[config.mk]
export PLATFORM = sky130hd
export DESIGN_NAME = excess3_to_bcd_deser
export DESIGN_NICKNAME = d
export VERILOG_FILES = /design/src/rtl/excess3_to_bcd_deser.sv
export SDC_FILE = /design/constraint.sdc
export NUM_CORES = 1
export LEC_CHECK = 0
export CAP_MARGIN = 10
export CORE_AREA = 2 2 47 93
export DETAILED_ROUTE_END_ITERATION = 6
export DIE_AREA = 0 0 49 95
export DONT_BUFFER_PORTS = 1
export GPL_ROUTABILITY_DRIVEN = 0
export SLEW_MARGIN = 15
export SYNTH_ARGS = -nofsm -noshare
export SYNTH_HDL_FRONTEND = slang
export SYNTH_SLANG_ARGS = --single-unit
[constraint.sdc]
create_clock -name clk -period 1.6 [get_ports clk]
set_input_delay 0.24 -clock clk [delete_from_list [all_inputs] [get_ports clk]]
set_output_delay 0.24 -clock clk [all_outputs]
set_load 0.01 [all_outputs]
[src/rtl/excess3_to_bcd_deser.sv]
// excess3_to_bcd_deser
//   Serial excess-3 to BCD word assembler. Accepts one excess-3 digit per
//   in_valid/in_ready handshake, most-significant digit first, converts it
//   to BCD (code - 3) and packs DIGITS digits into one word. The completed
//   word is held on a valid/ready output port together with a sticky flag
//   that marks any invalid code seen in that word.
//
// Ports
//   clk          rising-edge clock
//   reset        asynchronous, active-high reset
//   in_valid     in_digit holds a digit
//   in_ready     block can accept a digit (COLLECT state)
//   in_digit     excess-3 code
//   flush        synchronous abort of the partial word (ignored in HOLD)
//   out_valid    out_bcd / out_err hold a complete word (HOLD state)
//   out_ready    downstream accepts the word
//   out_bcd      packed BCD, first received digit in the top nibble
//   out_err      at least one digit of the word was an invalid code
//   digit_count  digits collected so far in the current word
module excess3_to_bcd_deser #(
  parameter int unsigned DIGITS = 4
) (
  input  logic                  clk,
  input  logic                  reset,
  input  logic                  in_valid,
  output logic                  in_ready,
  input  logic [3:0]            in_digit,
  input  logic                  flush,
  output logic                  out_valid,
  input  logic                  out_ready,
  output logic [4*DIGITS-1:0]   out_bcd,
  output logic                  out_err,
  output logic [2:0]            digit_count
);

  localparam int unsigned W    = 4 * DIGITS;
  localparam logic [2:0]  LAST = 3'(DIGITS - 1);

  typedef enum logic {
    COLLECT,
    HOLD
  } state_t;

  state_t       state, state_next;

  logic [W-1:0] acc;
  logic         err;
  logic         take;
  logic         last;
  logic         code_bad;
  logic [3:0]   nibble;
  logic [W-1:0] acc_shift;

  // Handshake outputs are decoded from state only, so there is no
  // combinational path from any input to any output.
  assign in_ready  = (state == COLLECT);
  assign out_valid = (state == HOLD);

  // Decode and pack.
  always_comb begin
    take      = in_valid && in_ready;
    last      = (digit_count == LAST);
    code_bad  = (in_digit < 4'd3) || (in_digit > 4'd12);
    nibble    = code_bad ? 4'hF : (in_digit - 4'd3);
    acc_shift = {acc[W-5:0], nibble};
  end

  always_ff @(posedge clk or posedge reset) begin
    if (reset) begin
      state <= COLLECT;
    end else begin
      state <= state_next;
    end
  end

  always_comb begin
    state_next = state;
    unique case (state)
      COLLECT: if (take && !flush && last) state_next = HOLD;
      HOLD:    if (out_ready)              state_next = COLLECT;
      default:                             state_next = COLLECT;
    endcase
  end

  // The accumulator is cleared as the finished word is copied to the output
  // register, so it is already empty when HOLD hands back to COLLECT.
  always_ff @(posedge clk or posedge reset) begin
    if (reset) begin
      acc         <= '0;
      err         <= 1'b0;
      digit_count <= '0;
      out_bcd     <= '0;
      out_err     <= 1'b0;
    end else begin
      unique case (state)
        COLLECT: begin
          if (flush) begin
            acc         <= '0;
            err         <= 1'b0;
            digit_count <= '0;
          end else if (take) begin
            if (last) begin
              out_bcd     <= acc_shift;
              out_err     <= err | code_bad;
              acc         <= '0;
              err         <= 1'b0;
              digit_count <= '0;
            end else begin
              acc         <= acc_shift;
              err         <= err | code_bad;
              digit_count <= digit_count + 3'd1;
            end
          end
        end
        HOLD: begin
          if (out_ready) begin
            out_bcd <= '0;
            out_err <= 1'b0;
            acc     <= '0;
            err     <= 1'b0;
          end
        end
        default: ;
      endcase
    end
  end

endmodule

Fig. 1: run 1, placement by cell class
The bar under the picture is 10 um long. Fill, decap, tap and diode cells in gray.
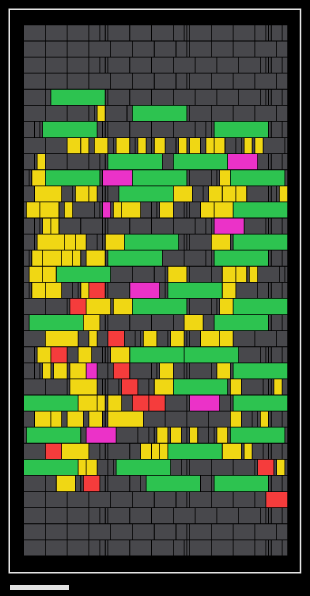
| color | class | cells |
|---|---|---|
| green | registers | 34 |
| red | remaining buffers and delay cells | 12 |
| yellow | remaining logic cells | 101 |
| magenta | clock drivers and dummy loads | 8 |

Fig. 2: run 1, cell outlines without signal wires
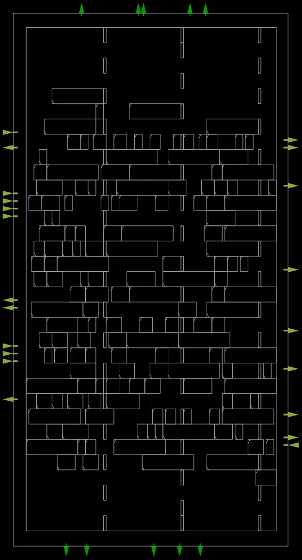
tapcells inserted: 52
fraction of standard cell area that is sequential: 48.99%
core occupancy in the finished layout: 43.36%

Fig. 3: run 1, selected gate families
The bar under the picture is 10 um long.
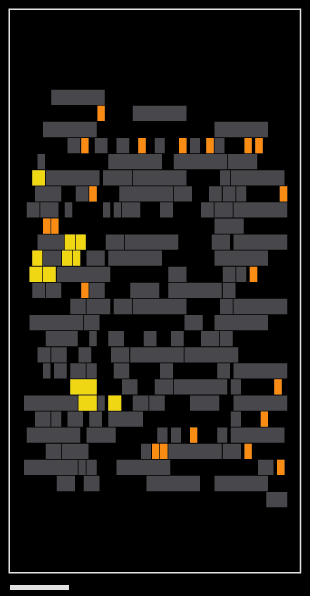
| color | family | cells | most used |
|---|---|---|---|
| yellow | nor cells | 11 | nor3_1 |
| orange | inv cells | 20 | inv_1 |

==> results.txt, run 1 <==
On the backend side, the flow ran end to end.

The flow ran to the end, and the final reports show no timing, DRC or antenna violations. The post-synthesis xor/xnor area fraction stands at 0%. The number of flip-flops in the largest register stands at 16.

The tree is rooted in a sky130_fd_sc_hd__clkbuf_8. The number of filler cells placed in the layout stands at 405. TritonCTS built the clock tree. By instance count, the leading cell after synthesis is sky130_fd_sc_hd__dfrtp_1. The leakage power in the latest report is between 0.8 and 0.9 nW. The routed wire length on met3 stands at about 160 um. The number of cell rows stands at 33.

The largest share of the power goes to sequential cells. The combinational cell area excluding buffers and inverters stands at around 560 sq um. For this design, the slowest cell found on the critical path is sky130_fd_sc_hd__or3b_4. The pre-antenna-repair detailed-routing pass consisted of 4 iterations.

The stage logs contain a warning count of 27. For this run, the leading register cell type out of synthesis is sky130_fd_sc_hd__dfrtp_1. For this configuration, the core starts out at a cell density of 38.21%.

In the global route stage, met2 resource usage came out at 28.08%. The total nets after synthesis stands at between 150 and 200. The setup slack on the worst flop-to-flop path stands at roughly 0.14 ns.

Counting instances, the worst hold path has a depth of 2. After layout, the worst path uses 91.02% of the clock period. Per the OpenROAD floorplan log, the area of the core is approximately 4000 sq um. The number of sinks driven by the clock tree stands at 34. The final critical-path setup slack stands at around 0.14 ns. Detailed placement reports a standard cell area of roughly 1600 sq um. The worst setup path is captured at a flip-flop. Per STA, the endpoint of the critical path is out_bcd[2].

In this design, the largest share of critical-path delay is due to simple AND/OR/NAND/NOR gates. In the final layout, the registers with the most flip-flops are out_bcd (16), acc (12), digit_count (3). The initial antenna violation count stands at 0. In this run, power in the clock network comes to approximately 0.65 mW. Looking at the reg2reg group, the worst path ends at out_bcd[2]. Sequential cells burn between 50 and 60% of the power. For reference, the top logic cell family by area is AND-OR/OR-AND gates. Summing the areas of all fa, ha and maj instances in the mapped netlist gives under 10% of the synthesized area. The maximum net fanout on the critical path stands at 4. The chip occupies about 4700 sq um.

In this run the VDD rail shows a maximum IR drop of 0.7786 mV. The final worst hold slack stands at 0.1602 ns. The worst path buffer plus inverter count stands at 0.

The worst-case clock buffer depth stands at 2. The multiplexer share of the synthesized area stands at less than 1%. Across the routed clock network, the largest skew measured is 0.003859 ns.

The Yosys step of the flow raised 0 warnings. In this run switching power makes up 30.50% of total power. Per STA, the worst path is made up of or3b_4 > o21ai_4 > mux2_4.
Fig. 4: run 1, wiring by layer
The bar under the picture is 10 um long.
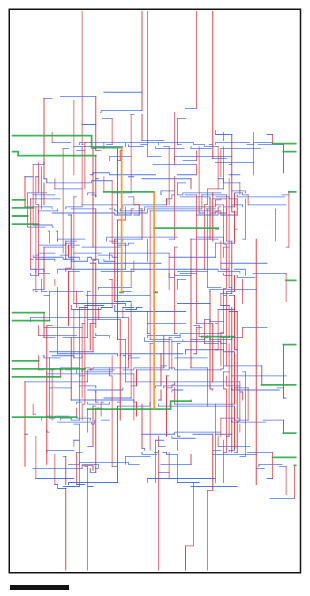

==> run 1 -> run 2 <==
--- a/config.mk
+++ b/config.mk
@@ -11,6 +11,7 @@
 export DIE_AREA = 0 0 49 95
 export DONT_BUFFER_PORTS = 1
 export GPL_ROUTABILITY_DRIVEN = 0
+export MAX_ROUTING_LAYER = met4
 export SLEW_MARGIN = 15
 export SYNTH_ARGS = -nofsm -noshare
 export SYNTH_HDL_FRONTEND = slang
Fig. 5: run 2, wiring by layer
The bar under the picture is 10 um long.
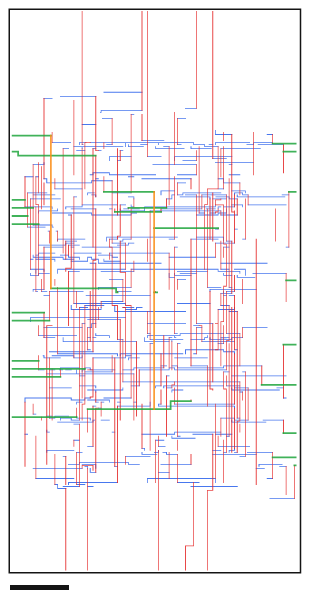
| color | layer | wire length |
|---|---|---|
| red | M2 | 1,690 um |
| blue | M1 | 1,280 um |
| orange | M4 | 62.6 um |
| green | M3 | 168 um |
via count: 1,073
All-Layer GR Usage: 16.80%
per-cell routed wire length: 15.46 um

==> run 2 against run 1 <==
  * Sequential cell count unchanged
  * Total power about the same
  * Global-route usage up 0.47 points
  * Critical path depth down 1
  * Clock power about the same
  * Clock-buffer cell count unchanged
  * Wire length about the same
  * Largest power group unchanged
  * Critical path type is now reg -> out
  * Final cell count unchanged
  * Critical endpoint is now in_ready
==> results.txt, run 2 <==
On the backend side, the flow ran end to end.

Result of the run: finished, final reports clean (unchanged). The post-place instance area stands at 1633 sq um (unchanged). The relative contribution of sequential cells to total power stands at 57.5% (was 57.4%).

The CTS tree is yes (unchanged). The final critical-path share of the clock period came to 91.22% (was 91.02%). The fraction of area in registers stands at 48.99% (unchanged). The warning total across the stage logs was 27 (unchanged). The worst path buffer plus inverter count stands at 2 (was 0). The post-synthesis xor/xnor area fraction is 0% (unchanged).

The final critical-path setup slack is 0.1404 ns (was 0.1436 ns). The gate family responsible for the most delay along the worst path is buffers and inverters (was simple AND/OR/NAND/NOR gates). The clock group total power stands at 0.652 mW (about the same). The met2 track demand over resource in global routing stands at 28.08% (unchanged). The starting density of the core was 38.21% (unchanged). The area of the core region stands at 4005 sq um (unchanged). The most frequently used cell type in the post-synthesis netlist is sky130_fd_sc_hd__dfrtp_1 (unchanged).

The total number of tap cells stands at 52 (unchanged). The largest power group was sequential cells (unchanged). The area of the die is 4655 sq um (unchanged). The number of optimization iterations in the first detailed-route pass came to 4 (unchanged). The largest clock skew in the final design was 0.003959 ns (was 0.003859 ns). The initial antenna violation count is 0 (unchanged). The number of filler cells placed in the layout stands at 405 (unchanged). The multiplexer share of the synthesized area came to 0.9812% (unchanged). Top flop regs: out_bcd (16), acc (12), digit_count (3) (unchanged).

The total leakage power stands at 0.8210 nW (unchanged). The setup slack on the worst flop-to-flop path stands at 0.14 ns (about the same). The critical path capture point type was an output pin (was flip-flop). The combinational cell area excluding buffers and inverters stands at 561.8 sq um (unchanged). The worst flop-to-flop path endpoint was out_bcd[2] (unchanged). The routed wire length on met3 stands at 167 um (was 161 um).

The CTS root buffer is sky130_fd_sc_hd__clkbuf_8 (unchanged). The net switching fraction of the power stands at 30.50% (about the same). The final worst hold slack stands at 0.1601 ns (was 0.1602 ns). The number of sinks driven by the clock tree stands at 34 (unchanged).
Power and IR drop assume default switching activity.
